run_1/placement_by_type.png
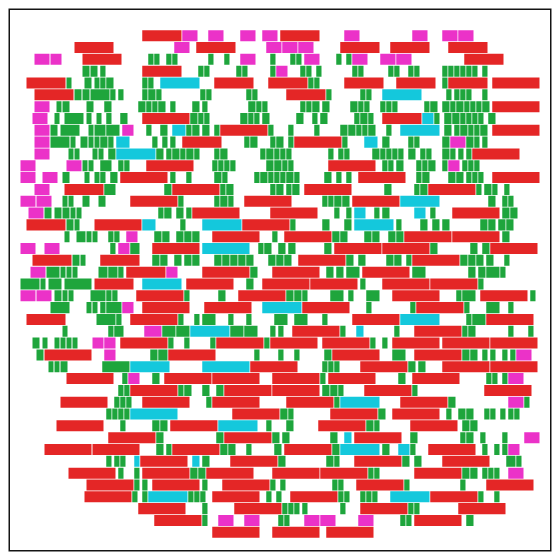
run_1/flops_by_reg.png
Bar = 20 um. Other sequential cells in the stronger grey, the rest of the logic in the fainter grey.
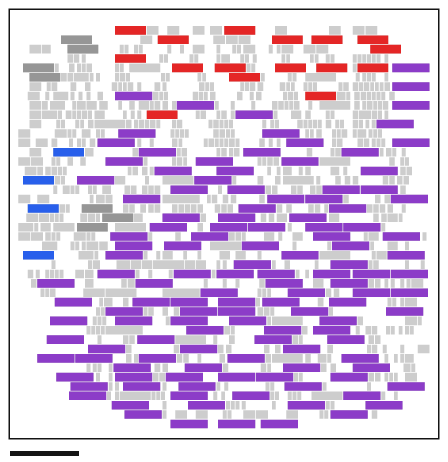
run_1/wires.png
Bar = 20 um.
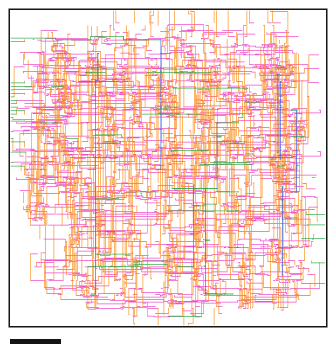
===== src/rtl/lap_recorder_ctl.sv =====
// Lap/split controller: records split times, freezes the display for a
// hold window, and steps through stored laps on recall.
//
// Ports:
//   clk, reset (async, active-low)
//   init_regs      : Ctl in IDLE, clears all laps
//   count_enabled  : Ctl in COUNTING, splits only count while set
//   split, recall  : single-cycle event pulses
//   time_in        : live counter value
//   disp_time      : registered display value
//   disp_mode      : 0 LIVE, 1 FROZEN, 2 RECALL
//   lap_count      : stored laps, 0..DEPTH
//   lap_idx        : lap shown in RECALL
//   laps_full      : lap_count == DEPTH
module lap_recorder_ctl #(
  parameter int TIME_W   = 16,
  parameter int DEPTH    = 8,
  parameter int HOLD_CYC = 4,
  parameter int IDX_W    = 3
) (
  input  logic              clk,
  input  logic              reset,
  input  logic              init_regs,
  input  logic              count_enabled,
  input  logic              split,
  input  logic              recall,
  input  logic [TIME_W-1:0] time_in,
  output logic [TIME_W-1:0] disp_time,
  output logic [1:0]        disp_mode,
  output logic [IDX_W:0]    lap_count,
  output logic [IDX_W-1:0]  lap_idx,
  output logic              laps_full
);

  localparam int HW = (HOLD_CYC > 1) ? $clog2(HOLD_CYC) : 1;
  localparam logic [HW-1:0] HOLD_LD = HW'(HOLD_CYC - 1);
  localparam logic [IDX_W:0] FULL_CNT = (IDX_W+1)'(DEPTH);

  typedef enum logic [1:0] {
    S_LIVE   = 2'd0,
    S_FROZEN = 2'd1,
    S_RECALL = 2'd2
  } state_t;

  state_t              state_q;
  logic [TIME_W-1:0]   disp_q;
  logic [IDX_W:0]      cnt_q;
  logic [IDX_W-1:0]    idx_q;
  logic [HW-1:0]       hold_q;
  logic [TIME_W-1:0]   mem [DEPTH];

  logic                full;
  logic                take_split;
  logic                we;
  logic [IDX_W-1:0]    waddr;
  logic                last_idx;
  logic [IDX_W-1:0]    nidx;

  assign full = (cnt_q == FULL_CNT);

  // A split only records/freezes while counting and outside RECALL.
  assign take_split = split & count_enabled & ~init_regs
                    & (state_q != S_RECALL);
  assign we    = take_split & ~full;
  assign waddr = cnt_q[IDX_W-1:0];

  assign last_idx = ({1'b0, idx_q} == (cnt_q - 1'b1));
  assign nidx     = last_idx ? '0 : idx_q + 1'b1;

  always_ff @(posedge clk) begin
    if (we) begin
      mem[waddr] <= time_in;
    end
  end

  always_ff @(posedge clk or negedge reset) begin
    if (!reset) begin
      state_q <= S_LIVE;
      disp_q  <= '0;
      cnt_q   <= '0;
      idx_q   <= '0;
      hold_q  <= '0;
    end else if (init_regs) begin
      state_q <= S_LIVE;
      disp_q  <= time_in;
      cnt_q   <= '0;
      idx_q   <= '0;
      hold_q  <= '0;
    end else begin
      unique case (state_q)
        S_LIVE: begin
          if (take_split) begin
            state_q <= S_FROZEN;
            disp_q  <= time_in;
            hold_q  <= HOLD_LD;
            if (!full) cnt_q <= cnt_q + 1'b1;
          end else if (recall && cnt_q != '0) begin
            state_q <= S_RECALL;
            idx_q   <= '0;
            disp_q  <= mem[0];
          end else begin
            disp_q  <= time_in;
          end
        end
        S_FROZEN: begin
          if (take_split) begin
            disp_q  <= time_in;
            hold_q  <= HOLD_LD;
            if (!full) cnt_q <= cnt_q + 1'b1;
          end else if (hold_q == '0) begin
            state_q <= S_LIVE;
            disp_q  <= time_in;
          end else begin
            hold_q  <= hold_q - 1'b1;
          end
        end
        S_RECALL: begin
          if (split) begin
            state_q <= S_LIVE;
            disp_q  <= time_in;
          end else if (recall) begin
            idx_q   <= nidx;
            disp_q  <= mem[nidx];
          end
        end
        default: begin
          state_q <= S_LIVE;
        end
      endcase
    end
  end

  assign disp_time = disp_q;
  assign disp_mode = state_q;
  assign lap_count = cnt_q;
  assign lap_idx   = idx_q;
  assign laps_full = full;

endmodule


===== config.mk =====
export PLATFORM = sky130hd
export DESIGN_NAME = lap_recorder_ctl
export DESIGN_NICKNAME = d
export VERILOG_FILES = /design/src/rtl/lap_recorder_ctl.sv
export SDC_FILE = /design/constraint.sdc
export NUM_CORES = 1
export LEC_CHECK = 0
export ABC_AREA = 1
export ABC_CLOCK_PERIOD_IN_PS = 6630
export CAP_MARGIN = 20
export CORE_MARGIN = 2
export CORE_UTILIZATION = 52
export DETAILED_ROUTE_END_ITERATION = 8
export PLACE_DENSITY_LB_ADDON = 0.15
export SYNTH_ARGS = -nofsm -noshare
export SYNTH_HDL_FRONTEND = slang
export SYNTH_SLANG_ARGS = --single-unit

===== constraint.sdc =====
create_clock -name clk -period 6.63 [get_ports clk]
set_input_delay 1.326 -clock clk [delete_from_list [all_inputs] [get_ports clk]]
set_output_delay 1.326 -clock clk [all_outputs]
set_load 0.01 [all_outputs]

==> reports/metrics.yaml, run 1 <==
cts:
  cts_resized: 0
  cts_root_buf: "clkbuf_16"
  cts_tree: "yes"
  cts_buffers: 17
  htreeDepth: 4
  clock_path_buffers: 2
  clk_latency_ps: 420
synth:
  synthDistinctLibCells: 26
  yosys-top-cells-count: "nand2_1, edfxtp_1, nand3_1"
  largest_area_cell: "edfxtp_1"
  synth-edff-count: 128
  postSynthSeqShare: 0.6012
  ys.flops: 155
  fp_nets: 843
  synth_async_sr_flop_share: 0.1742
  syn_inst: 814
  synth.most_common_cell: "nand2_1"
power_and_ir_drop:
  p_clk_frac: 0.291
  peakVddDrop_uv: 308.3
  power.total_uw: 3394
  intPower_uw: 2175
  pg_comb_uw: 1220
  maxPowerGroup: "combinational cells"
  clock_power_uw: 986
  p_leak_uw: 0.003573
  switchingPower_uw: 1220
  p_seq_frac: 0.351
  switching_share: 0.3594
die:
  fp_util: 0.5374
  dieArea_um2: 15430
  fp-row-count: 43
  nWellTaps: 180
placement:
  pre_cts_slack_ps: 2084
  dp.cells: 1006
  place.gp.congestion: 0.8209
  post_dp_cell_area_um2: 8085
  port_buffers: 47
worst_hold_path:
  hp-class: "register to register"
  min_path_cells: 2
  worstHoldStart: "disp_time[3]"
  hold_end: "disp_time[3]"
setup_path:
  crit_type: "input port to register"
  critPathBufInv: 1
  cp-startpoint: "init_regs"
  r2r-start: "lap_count[0]"
  cpMostUsedCell: "nand2_1"
  cpLargestDelayFamily: "simple AND/OR/NAND/NOR gates"
  cp-start-kind: "input port"
  arrival_ps: 4270
  cp_max_fo: 32
  slowest_delay_ps: 1100
  critPathCapture: "disp_time[11]"
  path_depth: 10
  r2r.worst_path.cells: 16
  crit_chain: "clkdlybuf4s50_1 -> nor2_1 -> nand3_1 -> nand2_1 -> o21ai_0 -> nand2_1 -> nand2_1 -> nand2_1 -> nand2_1 -> nand2_1"
cells_and_area:
  mostFrequentLayoutCells: "nand2_1, edfxtp_1, nand3_1"
  clk_share: 0.06892
  nonClkBufAreaFrac: 0.06662
  n_fill_cell: 1173
  final_cells: 1039
  lay_top_count: "nand2_1"
  diodes: 0
  nClkBuffers: 17
  buffers: 61
  finalInstanceArea_um2: 8696
  final-comb-area_um2: 2495
  layout.nets: 875
detailed_routing:
  drt_pre_antenna_iters: 7
  wl_per_cell_um: 17.40
  highest_layer: "met4"
  viasPerCell: 5.646
  drtAntennaViolNets: 0
  wl_met3_um: 763
  route.detailed.drc: 0
  drt-met1-wl_mm: 7.520
grt:
  grt_start_max_net_pins: 67
  grt_pass1_wl_mm: 29.41
  grt-ovfl-total: 0
  grt_pass1_vias: 5837
run:
  warnings: 29
  maxCapViolations: 0
outcome:
  status: "finished, final reports clean"
timing:
  period_minus_slack_ps: 3954
  grt_setup_unrepaired: "false"
  drv_slew: 0
  fmax_mhz: 252.9
  maxSlewHeadroom: 0.3245
  finalClockPeriodUsage: 0.5963
  setup_ws_ps: 2676
-- placement_by_type.png (at the start) --
Key: green = combinational and other logic [cells 611, share of their area 33%]; red = sequential cells [cells 155, share of their area 53%]; cyan = clock drivers and dummy loads [cells 32, share of their area 7.1%]; magenta = remaining buffers and delay cells [cells 61, share of their area 6.8%]
flop share of the area: 0.5197
fin util: 0.6216

-- flops_by_reg.png (at the start) --
Key: red = `disp_time` [sequential cells 16]; purple = `mem` [sequential cells 128]; blue = `lap_count` [sequential cells 4, where middle left]
sequential cell power: 1190 uW
register area: 4519 um^2

-- wires.png (at the start) --
Key: blue = metal 4 [wire length 374 um]; magenta = metal 1 [wire length 7520 um]; orange = metal 2 [wire length 9420 um]; green = metal 3 [wire length 764 um]

run 1: kinds of logic (layout without fill, tap and decap cells):
group / after synthesis / in the layout / share of synthesized area
AND-OR/OR-AND: 103 / 103 / 0.07823
XOR/XNOR: 2 / 2 / 0.002331
adder cells (fa/ha/maj): 7 / 7 / 0.01165
buffers and inverters: 122 / 167 / 0.06874
flip-flops: 155 / 155 / 0.6012
AND/OR/NAND/NOR: 425 / 425 / 0.2378
run 1: per-layer routing:
layer / track usage / up-vias
met2: 0.4179 / 170
met4: 0.09451 / 0
li1: - / 2810
met1: 0.3026 / 2859
met5: 0 / -
met3: 0.03614 / 27
run 1: flip-flops by register name, indices dropped and copies added (netlist names):
signal / flops
disp_time: 16
disp_mode: 2
lap_count: 4
lap_idx: 3
mem: 128
hold_q: 2
run_1/congestion.png
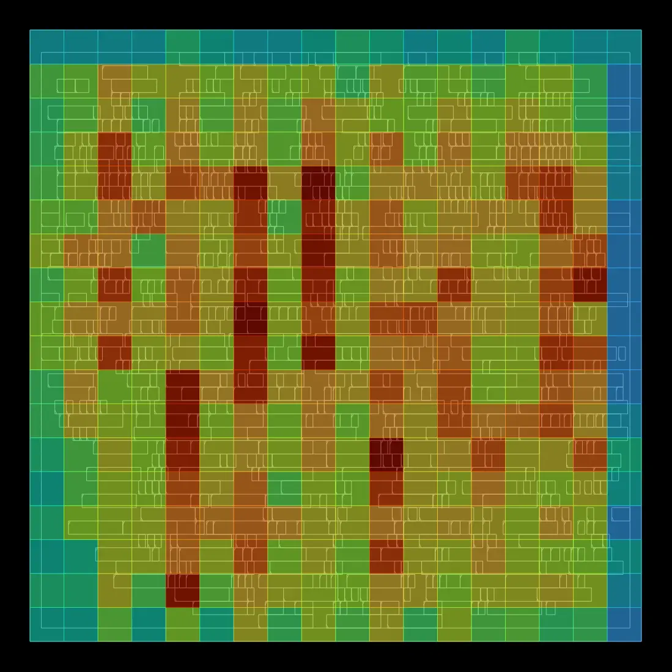

--- run 2 (diff from run 1) ---
--- a/config.mk
+++ b/config.mk
@@ -6,7 +6,7 @@
 export NUM_CORES = 1
 export LEC_CHECK = 0
 export ABC_AREA = 1
-export ABC_CLOCK_PERIOD_IN_PS = 6630
+export ABC_CLOCK_PERIOD_IN_PS = 3700
 export CAP_MARGIN = 20
 export CORE_MARGIN = 2
 export CORE_UTILIZATION = 52
==> constraint.sdc (replaced) <==
create_clock -name clk -period 3.7 [get_ports clk]
set_input_delay 0.74 -clock clk [delete_from_list [all_inputs] [get_ports clk]]
set_output_delay 0.74 -clock clk [all_outputs]
set_load 0.01 [all_outputs]
run_2/congestion.png
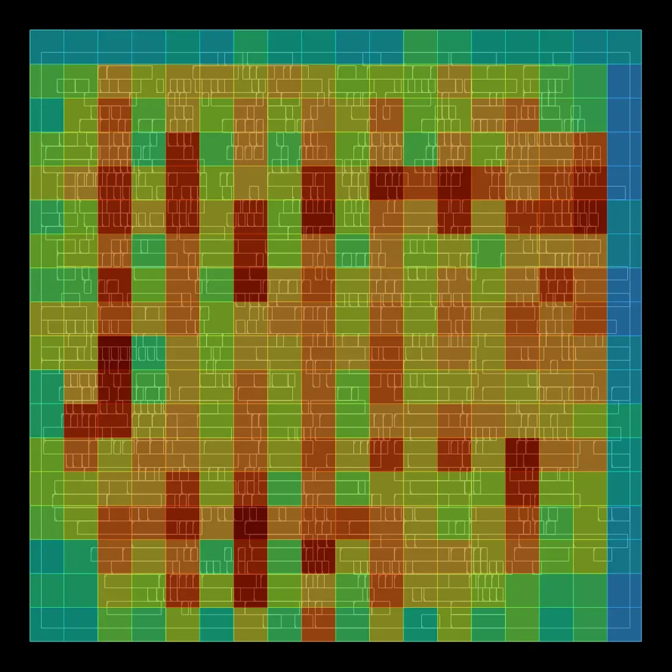
GRT Overall Usage: 0.2532
drt wl/cell: 18.46 um
fin util: 0.6315
met2 Usage GRT: 0.4391
met3 usage: 0.04604

==> reports/metrics.yaml, run 2 <==
power_and_ir_drop:
  peakVddDrop_uv: 465.6  # was 308.3 uV
  switchingPower_uw: 2255  # was 1220 uW
  p_seq_frac: 0.338  # was 0.351
  switching_share: 0.3558  # was 0.3594
  power.total_uw: 6339  # was 3394 uW
  p_clk_frac: 0.301  # was 0.291
  p_leak_uw: 0.003657  # was 0.003573 uW
  intPower_uw: 4084  # was 2175 uW
detailed_routing:
  route.detailed.drc: 0  # unchanged
  wl_met3_um: 900  # was 763 um
  drtAntennaViolNets: 0  # unchanged
  drt-met1-wl_mm: 8.001  # was 7.520 mm
  highest_layer: "met4"  # unchanged
  first_iter_violations: 653  # was 519
  viasPerCell: 5.689  # was 5.646
  drt_pre_antenna_iters: 5  # was 7
setup_path:
  cp-startpoint: "lap_count[0]"  # was init_regs
  critPathCapture: "disp_time[9]"  # was disp_time[11]
  critical_path.endpoint_type: "register"  # unchanged
  cpMostUsedCell: "nand2_1"  # unchanged
  path_depth: 16  # was 10
  cpLargestDelayFamily: "simple AND/OR/NAND/NOR gates"  # unchanged
  cp_max_fo: 22  # was 32
  cp_slowest_cell: "dfrtp_1"  # was clkdlybuf4s50_1
  arrival_ps: 3290  # was 4270 ps
  r2r-start: "lap_count[0]"  # unchanged
  critPathBufInv: 2  # was 1
  cp-start-kind: "register"  # was input port
  r2r.worst_path.cells: 16  # unchanged
  crit_chain: "inv_1 -> ha_1 -> xnor2_1 -> nor2_1 -> nand3_4 -> nand2_2 -> buf_4 -> nand3_1 -> nand3_1 -> nand3_1 -> nand2_1 -> nand2_1 -> nand2_1 -> nand2_1 -> nand2_1 -> nand2_1"  # was clkdlybuf4s50_1 -> nor2_1 -> nand3_1 -> nand2_1 -> o21ai_0 -> nand2_1 -> nand2_1 -> nand2_1 -> nand2_1 -> nand2_1
  slowest_delay_ps: 440  # was 1100 ps
worst_hold_path:
  worstHoldStart: "disp_time[10]"  # was disp_time[3]
  hold_end: "disp_time[10]"  # was disp_time[3]
  min_path_cells: 2  # unchanged
  hp-class: "register to register"  # unchanged
timing:
  setup_ws_ps: 718.4  # was 2676 ps
  maxSlewHeadroom: 0.3890  # was 0.3245
  fmax_mhz: 335.4
  period_minus_slack_ps: 2982
  drv_slew: 0  # unchanged
  finalClockPeriodUsage: 0.8058
grt:
  grt_pass1_vias: 6018  # was 5837
  grt_start_max_net_pins: 66  # was 67
  grt-ovfl-total: 0  # unchanged
  use_met1: 0.3137  # was 0.3026
  busiest_layer: "met2"  # unchanged
  grt_pass1_wl_mm: 30.67  # was 29.41 mm
cells_and_area:
  final_cells: 1050  # was 1039
  diodes: 0  # unchanged
  mostFrequentLayoutCells: "nand2_1, edfxtp_1, nand3_1"  # unchanged
  layout.nets: 886  # was 875
  finalInstanceArea_um2: 8833  # was 8696 um^2
  largest-register: "mem"  # unchanged
  largest_reg_flops: 128  # unchanged
  lay_top_count: "nand2_1"  # unchanged
cts:
  clk_latency_ps: 430  # was 420 ps
  cts_buffers: 17  # unchanged
  cts_resized: 0  # unchanged
  htreeDepth: 4  # unchanged
  clock_path_buffers: 2  # unchanged
  cts_root_buf: "clkbuf_16"  # unchanged
  cts_tree: "yes"  # unchanged
synth:
  synth_async_sr_flop_share: 0.1742  # unchanged
  synthDistinctLibCells: 26  # unchanged
  synth.most_common_cell: "nand2_1"  # unchanged
  largest_area_cell: "edfxtp_1"  # unchanged
  fp_nets: 843  # unchanged
  postSynthSeqShare: 0.6012  # unchanged
  ys.flops: 155  # unchanged
  syn_inst: 814  # unchanged
  yosys-top-cells-count: "nand2_1, edfxtp_1, nand3_1"  # unchanged
die:
  dieArea_um2: 15430  # unchanged
  fp_util: 0.5374  # unchanged
run:
  maxCapViolations: 0  # unchanged
  warnings: 29  # unchanged
placement:
  dp.cells: 1018  # was 1006
  port_buffers: 47  # unchanged
  post_dp_cell_area_um2: 8188  # was 8085 um^2
  pre_cts_slack_ps: 751.6  # was 2084 ps
  place.gp.congestion: 0.8364  # was 0.8209
outcome:
  status: "finished, final reports clean"  # unchanged
run_2/wires.png
Bar = 20 um.
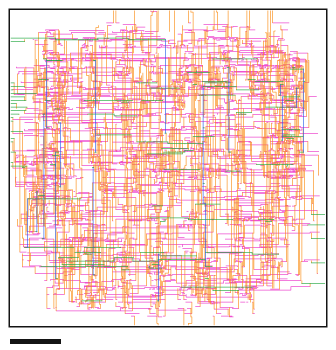
Key: orange = metal 2 [wire length 9990 um]; blue = metal 4 [wire length 484 um]; magenta = metal 1 [wire length 8000 um]; green = metal 3 [wire length 900 um]

## run 2: power groups by stage
stage	combinational [uW]	clock [uW]	sequential, uW
after CTS	2270	1920	2140
after detailed placement	2240	0	2180
after floorplan	1500	0	2210
final	2290	1910	2140
after global routing	2540	2010	2160
after global placement	2170	0	2170
## run 2: layout make-up
type,count,area (um^2)
inverters,74,277.8
flip-flops and latches,155,4519
multi-input cells,537,2495
well taps,180,225.2
clock buffers,18,429.2
repair buffers,72,670.6
clock inverters,14,216.5
fillers,1134,5155
## run 2: logic make-up (layout without fill, tap and decap cells)
kind of cell	after synthesis	after routing	synth area share
compound gates	103	103	0.07823
buf+inv	122	178	0.06874
fa+ha+maj	7	7	0.01165
xor+xnor	2	2	0.002331
flops	155	155	0.6012
simple gates	425	425	0.2378
run_2/metal_density.png
Bar = 20 um. The die is cut into 25 by 25 equal tiles; dark blue is low, red is high, scaled to the fullest tile. Values are wire area over tile area, all layers added.
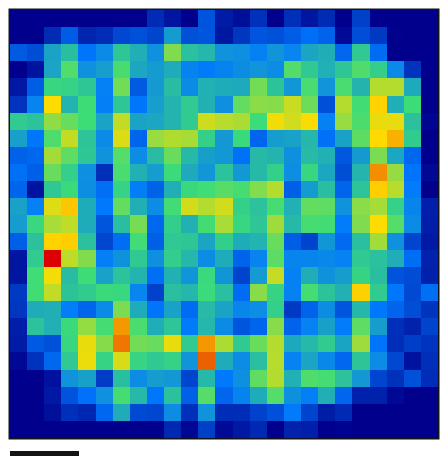

--- run 3 (diff from run 2) ---
--- a/config.mk
+++ b/config.mk
@@ -6,7 +6,7 @@
 export NUM_CORES = 1
 export LEC_CHECK = 0
 export ABC_AREA = 1
-export ABC_CLOCK_PERIOD_IN_PS = 3700
+export ABC_CLOCK_PERIOD_IN_PS = 3000
 export CAP_MARGIN = 20
 export CORE_MARGIN = 2
 export CORE_UTILIZATION = 52
==> constraint.sdc (replaced) <==
create_clock -name clk -period 3 [get_ports clk]
set_input_delay 0.6 -clock clk [delete_from_list [all_inputs] [get_ports clk]]
set_output_delay 0.6 -clock clk [all_outputs]
set_load 0.01 [all_outputs]
run_3/metal_density.png
Bar = 20 um. The die is cut into 25 by 25 equal tiles; dark blue is low, red is high, scaled to the fullest tile. Values are wire area over tile area, all layers added.
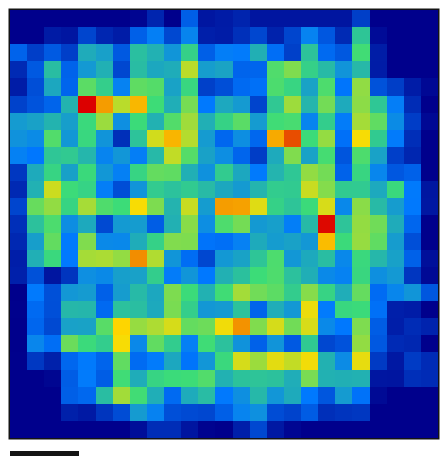
12% of the tiles are nearly empty. 19% of the tiles are over half the peak. The fullest tile reaches 0.62.
GRT Overall Usage: 0.2501
drt wl/cell: 17.70 um
total wire length: 18.74 mm

==> reports/metrics.yaml, run 3 <==
timing:
  grt_setup_unrepaired: "false"  # unchanged
  period_minus_slack_ps: 2732  # was 2982 ps
  fmax_mhz: 366.0  # was 335.4 MHz
  finalClockPeriodUsage: 0.9108  # was 0.8058
  drv_slew: 0  # unchanged
  maxSlewHeadroom: 0.5664  # was 0.3890
cells_and_area:
  diodes: 0  # unchanged
  buffers: 83  # was 72
  final_cells: 1059  # was 1050
  comb_cells: 537  # unchanged
  nClkBuffers: 18  # unchanged
  sh_comb_area: 0.2817  # was 0.2824
  seq_area_um2: 4519  # unchanged
  lay_top_count: "nand2_1"  # unchanged
  ff_count: 155  # unchanged
  final-comb-area_um2: 2495  # unchanged
  nonClkBufAreaFrac: 0.08589  # was 0.07592
  mostFrequentLayoutCells: "nand2_1, edfxtp_1, nand3_1"  # unchanged
  largest-register: "mem"  # unchanged
  n_fill_cell: 1152  # was 1134
  dominant_cells: "sequential cells"  # unchanged
synth:
  ys_sh_xor: 0.002330  # unchanged
  topCombFamilyByArea: "simple AND/OR/NAND/NOR gates"  # unchanged
  fp_nets: 843  # unchanged
  ys_sh_mux: 0  # unchanged
  largest_area_cell: "edfxtp_1"  # unchanged
  syn_inst: 814  # unchanged
  synthDistinctLibCells: 26  # unchanged
  yosys-top-cells-count: "nand2_1, edfxtp_1, nand3_1"  # unchanged
  simple_gate_share: 0.2378  # unchanged
  postSynthSeqShare: 0.6012  # unchanged
  synth-edff-count: 128  # unchanged
  adder_share: 0.01165  # unchanged
setup_path:
  cpLargestDelayFamily: "simple AND/OR/NAND/NOR gates"  # unchanged
  cpMostUsedCell: "nand2_1"  # unchanged
  r2r.worst_path.cells: 17  # was 16
  cp-start-kind: "register"  # unchanged
  arrival_ps: 3100  # was 3290 ps
  r2r-start: "lap_count[0]"  # unchanged
  critPathBufInv: 2  # unchanged
  cp_slowest_cell: "dfrtp_1"  # unchanged
  path_depth: 17  # was 16
  crit_chain: "inv_1 -> ha_1 -> xnor2_1 -> nor2_1 -> nand3_4 -> nand2_2 -> buf_4 -> nand2_1 -> nand3_1 -> nand3_1 -> nand3_1 -> nand2_1 -> nand2_1 -> nand2_1 -> nand2_1 -> nand2_1 -> nand2_1"  # was inv_1 -> ha_1 -> xnor2_1 -> nor2_1 -> nand3_4 -> nand2_2 -> buf_4 -> nand3_1 -> nand3_1 -> nand3_1 -> nand2_1 -> nand2_1 -> nand2_1 -> nand2_1 -> nand2_1 -> nand2_1
  slowest_delay_ps: 460  # was 440 ps
  critical_path.endpoint_type: "register"  # unchanged
die:
  fp-row-count: 43  # unchanged
  fp_util: 0.5374  # unchanged
power_and_ir_drop:
  switchingPower_uw: 2736  # was 2255 uW
  power.total_uw: 7628  # was 6339 uW
  clock_power_uw: 2140  # was 1910 uW
  maxPowerGroup: "combinational cells"  # unchanged
  p_leak_uw: 0.003681  # was 0.003657 uW
  pg_comb_uw: 2840  # was 2290 uW
  p_seq_frac: 0.347  # was 0.338
detailed_routing:
  route.detailed.drc: 0  # unchanged
  first_iter_violations: 591  # was 653
  drt_pre_antenna_iters: 5  # unchanged
  drtAntennaViolNets: 0  # unchanged
cts:
  cts_tree: "yes"  # unchanged
  cts_resized: 0  # unchanged
  htreeDepth: 4  # unchanged
  clk_latency_ps: 430  # about the same
  clock_path_buffers: 2  # unchanged
  cts_buffers: 17  # unchanged
run:
  warnings: 29  # unchanged
grt:
  grt_start_max_net_pins: 50  # was 66
  grt_pass1_vias: 5973  # was 6018
  grt_pass1_wl_mm: 30.19  # was 30.67 mm
  grt-ovfl-total: 0  # unchanged
placement:
  place.gp.congestion: 0.8322  # was 0.8364
  dp.cells: 1028  # was 1018
outcome:
  status: "finished, final reports clean"  # unchanged
worst_hold_path:
  hp-class: "register to register"  # unchanged
  hold_end: "disp_time[15]"  # was disp_time[10]
run_3/placement_by_type.png
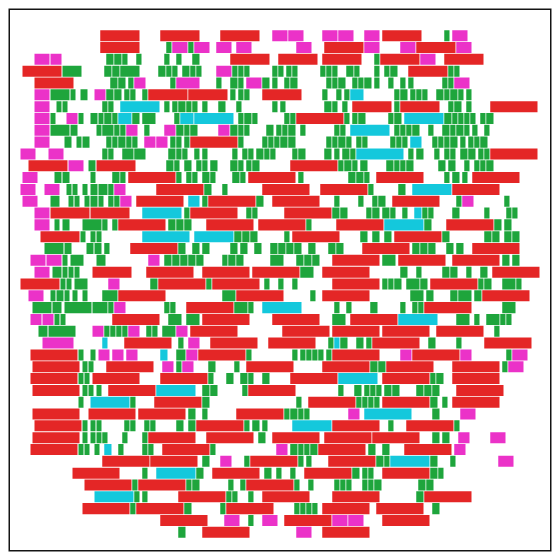
Key: cyan = clock drivers and dummy loads [cells 30, share of their area 6.7%]; magenta = remaining buffers and delay cells [cells 83, share of their area 8.8%]; green = combinational and other logic [cells 611, share of their area 32%]; red = sequential cells [cells 155, share of their area 52%]
fin util: 0.6332
flop share of the area: 0.5102
Design Area, Final: 8857 um^2

==> run 3: cell types whose count changed in the layout (fill, tap and decap cells not counted), sizes merged <==
| cell | change |
|---|---|
| buf | +11 |
| clkinvlp | +2 |
| bufinv | -2 |
| inv | -2 |
==> run 3: cell families after synthesis <==
logic type | after synthesis
compound gates | 103
xor+xnor | 2
fa+ha+maj | 7
buf+inv | 122
flops | 155
simple gates | 425
==> run 3: routing by layer <==
| metal | share of wire | GRT usage | vias to the layer above | routed length [um] |
|---|---|---|---|---|
| met5 | 0 | 0 | - | 0 |
| met4 | 0.023 | 0.08592 | 0 | 426 |
| met3 | 0.059 | 0.05981 | 33 | 1105 |
| met2 | 0.51 | 0.4208 | 206 | 9506 |
| met1 | 0.41 | 0.3187 | 2875 | 7703 |
| li1 | - | - | 2855 | - |
Power and IR drop assume default switching activity.
